[src/rtl/mem_arb_pkg.sv]
// rtl/mem_arb_pkg.sv - shared constants and state type for the memory port arbiter
package mem_arb_pkg;

    localparam int N_PORTS    = 3;
    localparam int PORT_DMA   = 0;
    localparam int PORT_DATA  = 1;
    localparam int PORT_FETCH = 2;

    localparam logic [1:0] W_BYTE = 2'd0;
    localparam logic [1:0] W_HALF = 2'd1;
    localparam logic [1:0] W_WORD = 2'd2;

    typedef enum logic [1:0] {
        S_IDLE,
        S_ACCESS,
        S_COMPLETE
    } arb_state_e;

endpackage

[src/rtl/mem_arb_pick.sv]
// rtl/mem_arb_pick.sv - fixed DMA priority with 2-way round-robin between the CPU ports
module mem_arb_pick
    import mem_arb_pkg::*;
(
    input  logic [N_PORTS-1:0] req_i,
    input  logic               rot_i,
    output logic [N_PORTS-1:0] win_o
);

    // rot_i=0 favours the data port, rot_i=1 favours the fetch port on a tie
    always_comb begin
        win_o = '0;
        if (req_i[PORT_DMA]) begin
            win_o[PORT_DMA] = 1'b1;
        end else if (req_i[PORT_DATA] && req_i[PORT_FETCH]) begin
            if (rot_i) begin
                win_o[PORT_FETCH] = 1'b1;
            end else begin
                win_o[PORT_DATA] = 1'b1;
            end
        end else if (req_i[PORT_DATA]) begin
            win_o[PORT_DATA] = 1'b1;
        end else if (req_i[PORT_FETCH]) begin
            win_o[PORT_FETCH] = 1'b1;
        end
    end

endmodule

[src/rtl/mem_arbiter.sv]
// rtl/mem_arbiter.sv - shares the single synchronous memory port between DMA, CPU data and CPU fetch
module mem_arbiter
    import mem_arb_pkg::*;
#(
    parameter int ADDR_W = 32,
    parameter int DATA_W = 32
) (
    input  logic                      clk,
    input  logic                      rst,
    input  logic [N_PORTS-1:0]        req,
    input  logic [N_PORTS*ADDR_W-1:0] req_addr,
    input  logic [N_PORTS*DATA_W-1:0] req_wdata,
    input  logic [2*N_PORTS-1:0]      req_width,
    input  logic [N_PORTS-1:0]        req_we,
    input  logic                      dma_lock,
    output logic [N_PORTS-1:0]        gnt,
    output logic [N_PORTS-1:0]        done,
    output logic [DATA_W-1:0]         rdata,
    output logic [ADDR_W-1:0]         mem_addr,
    output logic [DATA_W-1:0]         mem_wdata,
    output logic [1:0]                mem_width,
    output logic                      mem_read,
    output logic                      mem_write,
    input  logic [DATA_W-1:0]         mem_rdata,
    input  logic                      mem_ok
);

    arb_state_e          state_q;
    logic                rot_q;
    logic [1:0]          cur_idx_q;
    logic [N_PORTS-1:0]  done_q;
    logic [DATA_W-1:0]   rdata_q;
    logic [ADDR_W-1:0]   mem_addr_q;
    logic [DATA_W-1:0]   mem_wdata_q;
    logic [1:0]          mem_width_q;
    logic                mem_read_q;
    logic                mem_write_q;

    logic [N_PORTS-1:0]  req_m;
    logic [N_PORTS-1:0]  win;
    logic [1:0]          sel_idx;
    logic [ADDR_W-1:0]   sel_addr;
    logic [DATA_W-1:0]   sel_wdata;
    logic [1:0]          sel_width;
    logic                sel_we;
    logic [DATA_W-1:0]   rdata_d;

    // the lock only holds off the CPU ports; DMA still arbitrates normally
    assign req_m = {req[PORT_FETCH] & ~dma_lock, req[PORT_DATA] & ~dma_lock, req[PORT_DMA]};

    mem_arb_pick u_pick (
        .req_i (req_m),
        .rot_i (rot_q),
        .win_o (win)
    );

    assign gnt = (state_q == S_IDLE && !rst) ? win : '0;

    always_comb begin
        sel_idx   = 2'(PORT_FETCH);
        sel_addr  = req_addr[PORT_FETCH*ADDR_W +: ADDR_W];
        sel_wdata = req_wdata[PORT_FETCH*DATA_W +: DATA_W];
        sel_width = req_width[PORT_FETCH*2 +: 2];
        sel_we    = req_we[PORT_FETCH];
        if (win[PORT_DMA]) begin
            sel_idx   = 2'(PORT_DMA);
            sel_addr  = req_addr[PORT_DMA*ADDR_W +: ADDR_W];
            sel_wdata = req_wdata[PORT_DMA*DATA_W +: DATA_W];
            sel_width = req_width[PORT_DMA*2 +: 2];
            sel_we    = req_we[PORT_DMA];
        end else if (win[PORT_DATA]) begin
            sel_idx   = 2'(PORT_DATA);
            sel_addr  = req_addr[PORT_DATA*ADDR_W +: ADDR_W];
            sel_wdata = req_wdata[PORT_DATA*DATA_W +: DATA_W];
            sel_width = req_width[PORT_DATA*2 +: 2];
            sel_we    = req_we[PORT_DATA];
        end
    end

    always_comb begin
        case (mem_width_q)
            W_BYTE:  rdata_d = {{(DATA_W-8){1'b0}}, mem_rdata[7:0]};
            W_HALF:  rdata_d = {{(DATA_W-16){1'b0}}, mem_rdata[15:0]};
            default: rdata_d = mem_rdata;
        endcase
    end

    // mem_* registers double as the latched request; mem_write_q is the current we
    always_ff @(posedge clk) begin
        if (rst) begin
            state_q     <= S_IDLE;
            rot_q       <= 1'b0;
            cur_idx_q   <= '0;
            done_q      <= '0;
            rdata_q     <= '0;
            mem_addr_q  <= '0;
            mem_wdata_q <= '0;
            mem_width_q <= '0;
            mem_read_q  <= 1'b0;
            mem_write_q <= 1'b0;
        end else begin
            done_q <= '0;
            case (state_q)
                S_IDLE: begin
                    if (|win) begin
                        mem_addr_q  <= sel_addr;
                        mem_wdata_q <= sel_wdata;
                        mem_width_q <= (sel_width == 2'd3) ? W_WORD : sel_width;
                        mem_read_q  <= ~sel_we;
                        mem_write_q <= sel_we;
                        cur_idx_q   <= sel_idx;
                        if (win[PORT_DATA]) begin
                            rot_q <= 1'b1;
                        end else if (win[PORT_FETCH]) begin
                            rot_q <= 1'b0;
                        end
                        state_q <= S_ACCESS;
                    end
                end
                S_ACCESS: begin
                    if (mem_ok) begin
                        if (mem_write_q) begin
                            done_q      <= 3'b001 << cur_idx_q;
                            mem_write_q <= 1'b0;
                            state_q     <= S_IDLE;
                        end else begin
                            state_q <= S_COMPLETE;
                        end
                    end
                end
                S_COMPLETE: begin
                    // address and read strobe stay up while the memory lane-shifts its output
                    if (mem_ok) begin
                        rdata_q    <= rdata_d;
                        done_q     <= 3'b001 << cur_idx_q;
                        mem_read_q <= 1'b0;
                        state_q    <= S_IDLE;
                    end
                end
                default: begin
                    mem_read_q  <= 1'b0;
                    mem_write_q <= 1'b0;
                    state_q     <= S_IDLE;
                end
            endcase
        end
    end

    assign done      = done_q;
    assign rdata     = rdata_q;
    assign mem_addr  = mem_addr_q;
    assign mem_wdata = mem_wdata_q;
    assign mem_width = mem_width_q;
    assign mem_read  = mem_read_q;
    assign mem_write = mem_write_q;

endmodule

[config.mk]
export PLATFORM = sky130hd
export DESIGN_NAME = mem_arbiter
export DESIGN_NICKNAME = d
export VERILOG_FILES = /design/src/rtl/mem_arb_pkg.sv /design/src/rtl/mem_arb_pick.sv /design/src/rtl/mem_arbiter.sv
export SDC_FILE = /design/constraint.sdc
export NUM_CORES = 1
export LEC_CHECK = 0
export ABC_AREA = 1
export ABC_CLOCK_PERIOD_IN_PS = 1400
export CORE_MARGIN = 8
export CORE_UTILIZATION = 33
export DETAILED_ROUTE_END_ITERATION = 8
export MAX_ROUTING_LAYER = met4
export PLACE_DENSITY = 0.87
export RECOVER_POWER = 25
export SETUP_SLACK_MARGIN = 0.2
export SLEW_MARGIN = 20
export SYNTH_ARGS = -nofsm -noshare
export SYNTH_HDL_FRONTEND = slang
export SYNTH_SLANG_ARGS = --single-unit
[constraint.sdc]
create_clock -name clk -period 1.4 [get_ports clk]
set_input_delay 0.35 -clock clk [delete_from_list [all_inputs] [get_ports clk]]
set_output_delay 0.35 -clock clk [all_outputs]
set_load 0.01 [all_outputs]
### Close-up of the layout

Scale bar: 10 um. Window x 23 to 48, y 23 to 48 um. Cells in gray, sequential cells in the stronger gray; small squares are vias.
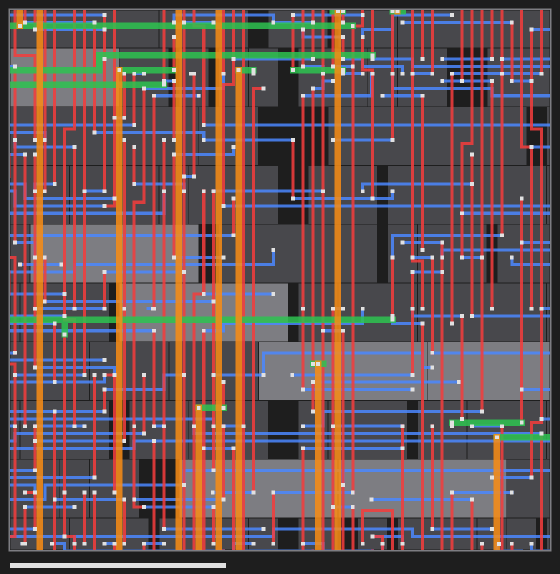
M3: marked green. M1: marked blue. M2: marked red. M4: marked orange.
Sequential cells in the window: 7. Netlist names of flops here include mem_wdata (4), mem_addr (3). 64 logic cells have their middle in the window. Most frequent: nand2_1 (9), buf_6 (7), nand3_2 (6).

### Sequential cells colored by netlist name

Scale bar: 50 um.
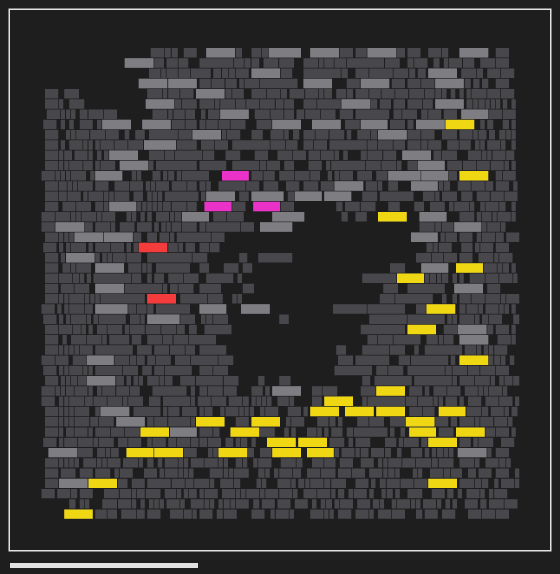
state_q: marked red, placed flops 2. done: marked magenta, placed flops 3. mem_addr: marked yellow, placed flops 32.
Register Area: 2280 um2
final standard cell utilization of the core: 76.7%

### Gate-type map

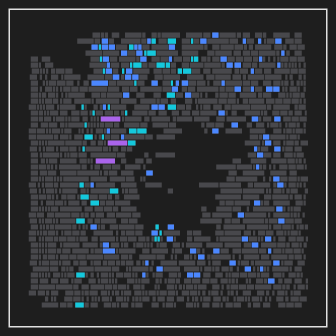
fa/ha/maj cells: marked purple, cells 3, most used ha_4. aoi and oai cells: marked blue, cells 90, most used a21oi_2. nor cells: marked cyan, cells 44, most used nor2_1.

### I/O nets highlighted

Scale bar: 50 um.
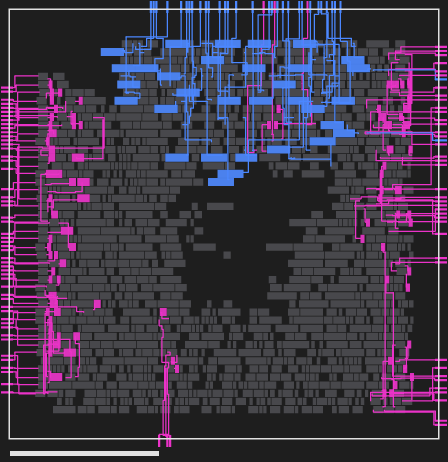
rdata: marked blue, bits 32, direction output, end cells 32, buffers 32, wire 1540 um. req_wdata: marked magenta, bits 96, direction input, end cells 96, buffers 96, wire 2560 um.

==> results_dict.tcl <==
# collected from the flow reports
set metrics [dict create \
    placement_rows 46 \
    synth_xor_xnor_area_share_pct 0 \
    initial_antenna_violation_count 0 \
    worst_hold_slack_ns 0.458 \
    ff_count 108 \
    post-route-period-util_pct 129 \
    pwr.group.sequential_mw 4.24 \
    dp_slack_ns -0.774 \
    synthMuxAreaShare_pct 0 \
    grt_setup_unrepaired "yes" \
    hold_path.class "flop to flop" \
    violations "setup timing" \
    cts_tree "done" \
    async_flop_share_pct 0 \
    min_delay_worst_endpoint "rdata[31]$_SDFFE_PP0P_" \
    vdd_ir_drop_max_mv 0.965 \
    post_layout_nonfiller_instances 1497 \
    mostFrequentLayoutCells "nand2_1, clkdlybuf4s50_1, buf_6" \
    layout.clock.cell_area_share_pct 2.36 \
    nNetsFinal 1519 \
    synth_area_leader_cell "dfxtp_1" \
    run_status "complete, but fails checks" \
    power_per_cell_area_nw_per_um2 1430 \
    drive_gt1_share_pct 46.7 \
    timing.reg2reg.setup_slack_ns -0.39 \
    ys_types 23 \
    power.clock.total_mw 2.54 \
    cp_cell_sequence "nand2_2, nand3_4, buf_6, nor2_4, inv_2, nor2_4, buf_6" \
    overall_die_width_um 143 \
    fin_ws_ns -0.411 \
    synth_flop_count 108 \
    well_tap_count 216 \
    final-setup-viol-count 111 \
    grt_util_all_layers_pct 28.5 \
    tightestPinTransition_ns 0.663 \
    floorplan.core_area_um2 15900 \
    pin_count_of_the_biggest_net_entering_global_routing 48 \
    critPathLaunchType "flop" \
]
